--- config.mk ---
export PLATFORM = sky130hd
export DESIGN_NAME = dmem_arbiter
export DESIGN_NICKNAME = d
export VERILOG_FILES = /design/src/rtl/dmem_pkg.sv /design/src/rtl/dmem_rr_pick.sv /design/src/rtl/dmem_arbiter.sv
export SDC_FILE = /design/constraint.sdc
export NUM_CORES = 1
export LEC_CHECK = 0
export CAP_MARGIN = 25
export CORE_MARGIN = 5
export CORE_UTILIZATION = 32
export CTS_BUF_LIST = sky130_fd_sc_hd__clkbuf_4
export DETAILED_ROUTE_END_ITERATION = 10
export PLACE_DENSITY_LB_ADDON = 0.3
export SLEW_MARGIN = 20
export SYNTH_ARGS = -nofsm -noshare
export SYNTH_HDL_FRONTEND = slang
export SYNTH_SLANG_ARGS = --single-unit
export TNS_END_PERCENT = 20
--- constraint.sdc ---
create_clock -name clk -period 3.8 [get_ports clk]
set_clock_uncertainty 0.1 [all_clocks]
set_input_delay 0.76 -clock clk [delete_from_list [all_inputs] [get_ports clk]]
set_output_delay 0.76 -clock clk [all_outputs]
set_load 0.005 [all_outputs]
--- src/rtl/dmem_pkg.sv ---
// Shared types and sizes for the two-port data-memory arbiter.
package dmem_pkg;

    localparam int unsigned DMEM_WORDS = 512;
    localparam int unsigned DMEM_DW    = 32;
    localparam int unsigned DMEM_CW    = 3;

    typedef enum logic [1:0] {
        IDLE   = 2'd0,
        ACCESS = 2'd1,
        RESP   = 2'd2
    } dmem_arb_state_t;

endpackage

--- src/rtl/dmem_rr_pick.sv ---
// Combinational winner selection between the two requesters.
// Tie rule: round-robin when DMEM_ARB_RR_EN is defined, else port 0 wins.
module dmem_rr_pick (
    input  logic req0_i,
    input  logic req1_i,
    input  logic last_gnt_i,
    output logic win_o_c
);

    logic tie_win;

`ifdef DMEM_ARB_RR_EN
    assign tie_win = ~last_gnt_i;
`else
    logic unused_last_gnt;
    assign unused_last_gnt = last_gnt_i;
    assign tie_win         = 1'b0;
`endif

    always_comb begin
        win_o_c = 1'b0;
        if (req0_i && req1_i) begin
            win_o_c = tie_win;
        end else if (req1_i) begin
            win_o_c = 1'b1;
        end
    end

endmodule

--- src/rtl/dmem_arbiter.sv ---
// Two-port arbiter and access sequencer for the shared 512-word data memory.
// Define DMEM_ARB_RR_EN for round-robin tie-breaking (default: port 0 priority).
module dmem_arbiter
    import dmem_pkg::*;
#(
    parameter int unsigned MEM_LAT = 1,
    parameter int unsigned AW      = 32
) (
    input  logic               clk,
    input  logic               rst,
    input  logic               req0,
    input  logic               req1,
    input  logic               we0,
    input  logic               we1,
    input  logic [AW-1:0]      adr0,
    input  logic [AW-1:0]      adr1,
    input  logic [DMEM_DW-1:0] wdata0,
    input  logic [DMEM_DW-1:0] wdata1,
    output logic               done0,
    output logic               done1,
    output logic [DMEM_DW-1:0] rdata,
    output logic [AW-1:0]      mem_adr,
    output logic [DMEM_DW-1:0] mem_wdata,
    output logic               mem_MR,
    output logic               mem_MW,
    input  logic [DMEM_DW-1:0] mem_rdata,
    output logic               busy,
    output logic               gnt_id
);

    localparam logic [AW-1:0] ADR_MASK = ~AW'(3);

    dmem_arb_state_t    state_q, state_d;
    logic [DMEM_CW-1:0] cnt_q, cnt_d;
    logic               we_q, we_d;
    logic [AW-1:0]      adr_q, adr_d;
    logic [DMEM_DW-1:0] wdata_q, wdata_d;
    logic [DMEM_DW-1:0] rdata_q, rdata_d;
    logic               done0_q, done0_d;
    logic               done1_q, done1_d;
    logic               mr_q, mr_d;
    logic               mw_q, mw_d;
    logic               busy_q, busy_d;
    logic               gnt_q, gnt_d;
    logic               last_q, last_d;

    logic               pick_c;
    logic               sel_we_c;
    logic [AW-1:0]      sel_adr_c;
    logic [DMEM_DW-1:0] sel_wdata_c;

    dmem_rr_pick u_pick (
        .req0_i     (req0),
        .req1_i     (req1),
        .last_gnt_i (last_q),
        .win_o_c    (pick_c)
    );

    assign sel_we_c    = pick_c ? we1    : we0;
    assign sel_adr_c   = pick_c ? adr1   : adr0;
    assign sel_wdata_c = pick_c ? wdata1 : wdata0;

    // Sequencer: grant in IDLE, hold controls through ACCESS, pulse done in RESP.
    always_comb begin
        state_d = state_q;
        cnt_d   = cnt_q;
        we_d    = we_q;
        adr_d   = adr_q;
        wdata_d = wdata_q;
        rdata_d = rdata_q;
        done0_d = 1'b0;
        done1_d = 1'b0;
        mr_d    = mr_q;
        mw_d    = mw_q;
        busy_d  = busy_q;
        gnt_d   = gnt_q;
        last_d  = last_q;
        unique case (state_q)
            IDLE: begin
                if (req0 || req1) begin
                    state_d = ACCESS;
                    gnt_d   = pick_c;
                    last_d  = pick_c;
                    we_d    = sel_we_c;
                    adr_d   = sel_adr_c & ADR_MASK;
                    wdata_d = sel_wdata_c;
                    cnt_d   = DMEM_CW'(MEM_LAT - 1);
                    mr_d    = ~sel_we_c;
                    mw_d    = sel_we_c;
                    busy_d  = 1'b1;
                end
            end
            ACCESS: begin
                if (cnt_q == '0) begin
                    if (!we_q) begin
                        rdata_d = mem_rdata;
                    end
                    state_d = RESP;
                    mr_d    = 1'b0;
                    mw_d    = 1'b0;
                    done0_d = ~gnt_q;
                    done1_d = gnt_q;
                end else begin
                    cnt_d = cnt_q - DMEM_CW'(1);
                end
            end
            RESP: begin
                state_d = IDLE;
                busy_d  = 1'b0;
            end
            default: begin
                state_d = IDLE;
                mr_d    = 1'b0;
                mw_d    = 1'b0;
                busy_d  = 1'b0;
            end
        endcase
    end

    // last_q resets to 1 so the first round-robin tie after reset goes to port 0.
    always_ff @(posedge clk or posedge rst) begin
        if (rst) begin
            state_q <= IDLE;
            cnt_q   <= '0;
            we_q    <= 1'b0;
            adr_q   <= '0;
            wdata_q <= '0;
            rdata_q <= '0;
            done0_q <= 1'b0;
            done1_q <= 1'b0;
            mr_q    <= 1'b0;
            mw_q    <= 1'b0;
            busy_q  <= 1'b0;
            gnt_q   <= 1'b0;
            last_q  <= 1'b1;
        end else begin
            state_q <= state_d;
            cnt_q   <= cnt_d;
            we_q    <= we_d;
            adr_q   <= adr_d;
            wdata_q <= wdata_d;
            rdata_q <= rdata_d;
            done0_q <= done0_d;
            done1_q <= done1_d;
            mr_q    <= mr_d;
            mw_q    <= mw_d;
            busy_q  <= busy_d;
            gnt_q   <= gnt_d;
            last_q  <= last_d;
        end
    end

    assign done0     = done0_q;
    assign done1     = done1_q;
    assign rdata     = rdata_q;
    assign mem_adr   = adr_q;
    assign mem_wdata = wdata_q;
    assign mem_MR    = mr_q;
    assign mem_MW    = mw_q;
    assign busy      = busy_q;
    assign gnt_id    = gnt_q;

endmodule

==> impl_metrics.tcl, run 1 <==
# place-and-route summary
set metrics [dict create \
    status "finished clean" \
    comb-cell-share 0.247 \
    grt_start_max_net_pins 74 \
    sh_seq_area 0.350 \
    detailedRoute.firstIterationViolations 208 \
    largest_driver_fanout_on_the_critical_path 30 \
    synth.avg_cell_area_sq_um 12.1 \
    hp-class "register to register" \
    die.size.y_um 132 \
    critical_path.endpoint_type "register" \
    clock_edge_transition_at_the_registers_on_the_reported_setup_and_hold_paths_ns 0.14 \
    ctsRootBufferMaster "sky130_fd_sc_hd__clkbuf_4" \
    n_clock_buffer 11 \
    flop_area_sq_mm 0.00265 \
    postCtsHoldBufs 0 \
    post_drt_wl_per_cell_um 16.9 \
    tightest_slew_ns 0.895 \
    dominantRegCellSynth "sky130_fd_sc_hd__dfrtp_1" \
    std_cell_rows 44 \
    combGateArea_sq_mm 0.00188 \
    routed-via-count 3957 \
    hold_path_end "cnt_q[0]$_DFFE_PP0P_" \
    top_area_frac 0.554 \
    inverters_excl_clock 6 \
    flop_count 106 \
    yosys.area_share.xor_xnor 0 \
    syn2layout_area_growth_pct 58.3 \
    tritoncts.num_buffers 9 \
    met1_usage 0.177 \
    most-common-layout-cells "261 x sky130_fd_sc_hd__clkdlybuf4s50_1, 117 x sky130_fd_sc_hd__o21ai_0, 106 x sky130_fd_sc_hd__dfrtp_1" \
    highest-signal-layer "met4" \
    design_area_sq_mm 0.00759 \
    setup-violations-final 0 \
    yosysTopAreaCell "sky130_fd_sc_hd__dfrtp_1" \
    final.setup.worst_slack_ns 1.33 \
    numPlacedInstances 816 \
    first_global_vias 4330 \
]
## run 1: power breakdown
group / internal [mW] / total, mW / leakage [nW] / switching, mW
clock: 0.148 / 0.507 / 0.0593 / 0.360
sequential: 1.67 / 1.94 / 1.29 / 0.278
combinational: 1.40 / 2.32 / 1.68 / 0.924
total: 3.21 / 4.77 / 3.03 / 1.56
## run 1: worst max-delay path, cell delays in order
cell	delay [ns]
sky130_fd_sc_hd__clkdlybuf4s50_1	0.52
sky130_fd_sc_hd__and2b_4	0.71
sky130_fd_sc_hd__buf_4	0.35
sky130_fd_sc_hd__mux2i_1	0.23
sky130_fd_sc_hd__o21ai_0	0.09
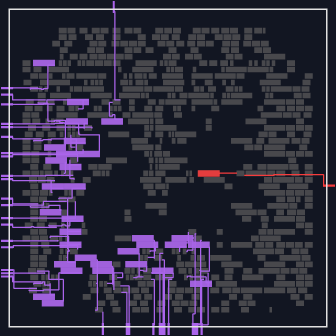
*Nets reached from selected ports, run 1*
legend:
  `done0`:
    colour: red
    bits: 1
    direction: output
    end_cells: 1
    buffers: 1
    wire: 46.4 um
  `mem_wdata`:
    colour: purple
    bits: 32
    direction: output
    end_cells: 32
    buffers: 32
    wire: 1260 um

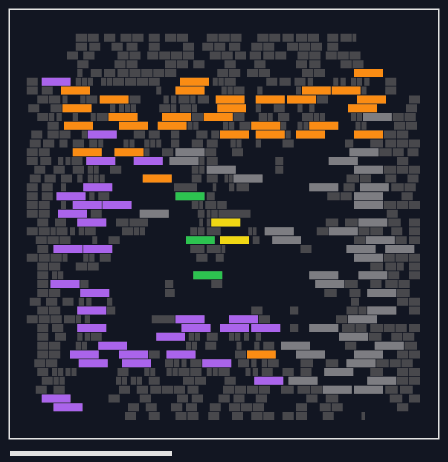
*Register map, names as in the netlist, run 1*
Bar = 50 um.
legend:
  `cnt_q`:
    colour: green
    placed_flops: 3
  `state_q`:
    colour: yellow
    placed_flops: 2
  `mem_wdata`:
    colour: purple
    placed_flops: 32
  `mem_adr`:
    colour: orange
    placed_flops: 30
    where: a band across the top

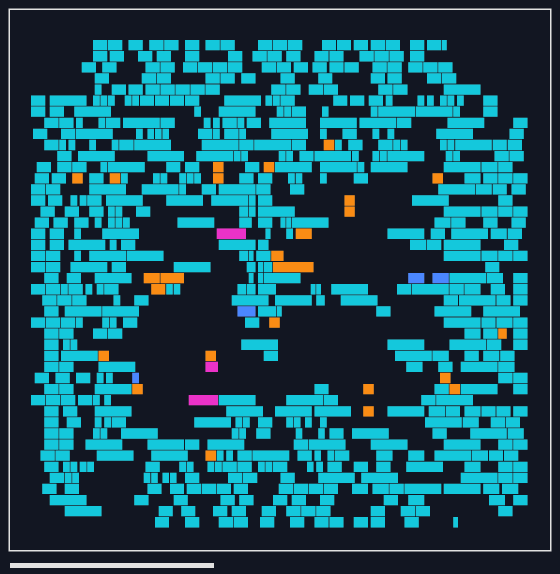
*Sizing map, run 1*
Bar = 50 um.
legend:
  _3 and _4 cells:
    colour: orange
    cells: 25
  _2 cells:
    colour: blue
    cells: 4
  _6 and larger:
    colour: magenta
    cells: 3
  _0 and _1 cells:
    colour: cyan
    cells: 615

## Run 2: what changed since run 1
==> constraint.sdc (replaced) <==
create_clock -name clk -period 2.38 [get_ports clk]
set_clock_uncertainty 0.1 [all_clocks]
set_input_delay 0.476 -clock clk [delete_from_list [all_inputs] [get_ports clk]]
set_output_delay 0.476 -clock clk [all_outputs]
set_load 0.005 [all_outputs]
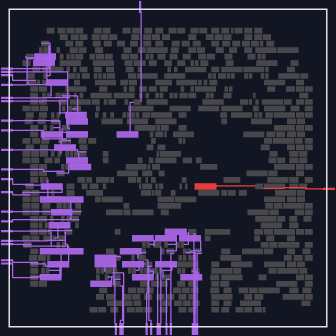
*Nets reached from selected ports, run 2*
legend:
  `mem_wdata`:
    colour: purple
    bits: 32
    direction: output
    end_cells: 32
    buffers: 32
    wire: 1250 um
  `done0`:
    colour: red
    bits: 1
    direction: output
    end_cells: 1
    buffers: 1
    wire: 43.7 um
# port buffers: 261
# IOs: 268

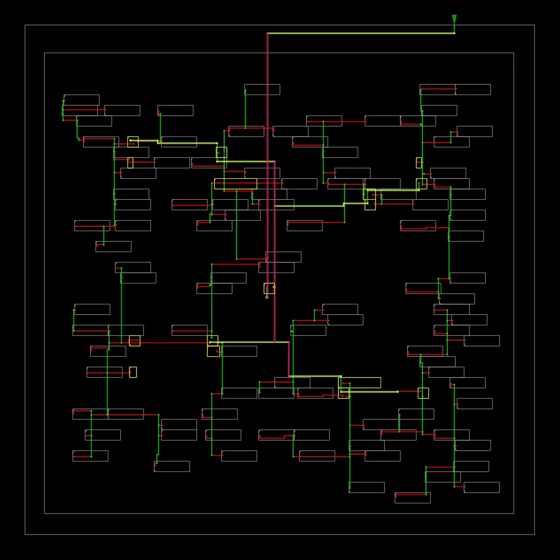
*Clock routing, run 2*
flop count: 106
clock insertion delay at the later pin of the skew report: 0.46 ns
CLK BUF: 9

==> run 2 against run 1 <==
First-iteration DRC count down 50%; global-route usage grew 0.20 points; cell area is 2.2% higher; sequential power rose by about 60%; clock-buffer cell count shrank 2; synthesized cell count unchanged; synthesized area stayed put; combinational power up 63%; non-clock buffer count grew 10.
==> impl_metrics.tcl, run 2 <==
# place-and-route summary
set metrics [dict create \
    status "finished clean" \
    tritoncts.num_buffers 9 \
    critical_path.endpoint_type "output pin" \
    groute.usage.overall 0.161 \
    crit_path_start "gnt_id$_DFFE_PP0P_" \
    synthTopCellsByArea "sky130_fd_sc_hd__dfrtp_1 55%, sky130_fd_sc_hd__mux2i_1 14%, sky130_fd_sc_hd__o21ai_0 12%, sky130_fd_sc_hd__mux2_1 7.0%, sky130_fd_sc_hd__buf_6 2.1%" \
    tightest_slew_ns 0.507 \
    setup-violations-final 0 \
    met1_usage 0.177 \
    cp_top_family "buffers and inverters" \
    grt_start_max_net_pins 54 \
    hp-class "input pin to asynchronous set/reset pin" \
    critical_path.slowest_cell "sky130_fd_sc_hd__clkdlybuf4s50_1" \
    largest_driver_fanout_on_the_critical_path 4 \
    power_drawn_by_the_combinational_cells_mw 3.79 \
    netSwitchingPower_mw 2.54 \
    sw_frac_of_total 0.321 \
    p_seq_mw 3.10 \
    die.size.y_um 132 \
    final.setup.worst_slack_ns 0.368 \
    std_cell_rows 44 \
    p_clk_frac 0.129 \
    power_frac_comb 0.479 \
    most-common-layout-cells "261 x sky130_fd_sc_hd__clkdlybuf4s50_1, 117 x sky130_fd_sc_hd__o21ai_0, 106 x sky130_fd_sc_hd__dfrtp_1" \
    p_clk_mw 1.02 \
    ctsRootBufferMaster "sky130_fd_sc_hd__clkbuf_4" \
    cp.buffers_inverters 1 \
    power.largest_group "combinational cells" \
    numPlacedInstances 826 \
    yosys.area_share.xor_xnor 0 \
    syn2layout_area_growth_pct 61.9 \
    design_area_sq_mm 0.00776 \
    syn-cell-area_sq_mm 0.00479 \
    sequentialPowerShare 0.392 \
    highest-signal-layer "met4" \
    critical_path_cell_count 1 \
    timing.critical_path.cells "clkdlybuf4s50_1" \
    report.power.total_mw 7.91 \
    clock_edge_transition_at_the_registers_on_the_reported_setup_and_hold_paths_ns 0.15 \
    totalNegativeSetupSlack_ns 0 \
    detailedRoute.firstIterationViolations 105 \
    finalHoldViolCount 0 \
    routed-via-count 4020 \
    postCtsHoldBufs 0 \
    first_global_vias 4381 \
    internal_portion_of_total_power_mw 5.37 \
    max-cap-violations 0 \
    yosysTopAreaCell "sky130_fd_sc_hd__dfrtp_1" \
]
run 2: cell counts after synthesis:
Identical to the previous run, type by type.
run 2: logic make-up after synthesis:
| logic type | count (synthesis) |
|---|---|
| buffers and inverters | 38 |
| multiplexers | 98 |
| other | 1 |
| AND-OR/OR-AND | 136 |
| AND/OR/NAND/NOR | 14 |
| adder cells (fa/ha/maj) | 2 |
| flip-flops | 106 |
run 2: cell type report:
class / instances / area, sq um / share of cell area
inverters: 6 / 26.3 / 0.00339
well taps: 184 / 230 / 0.0297
flip-flops and latches: 106 / 2650 / 0.342
diodes: 1 / 2.50 / 0.000323
clock buffers: 9 / 67.6 / 0.00871
repair buffers: 278 / 2820 / 0.363
clock inverters: 7 / 90.1 / 0.0116
multi-input cells: 252 / 1870 / 0.241
No activity file was given, so power comes from the tool's default toggle rates.
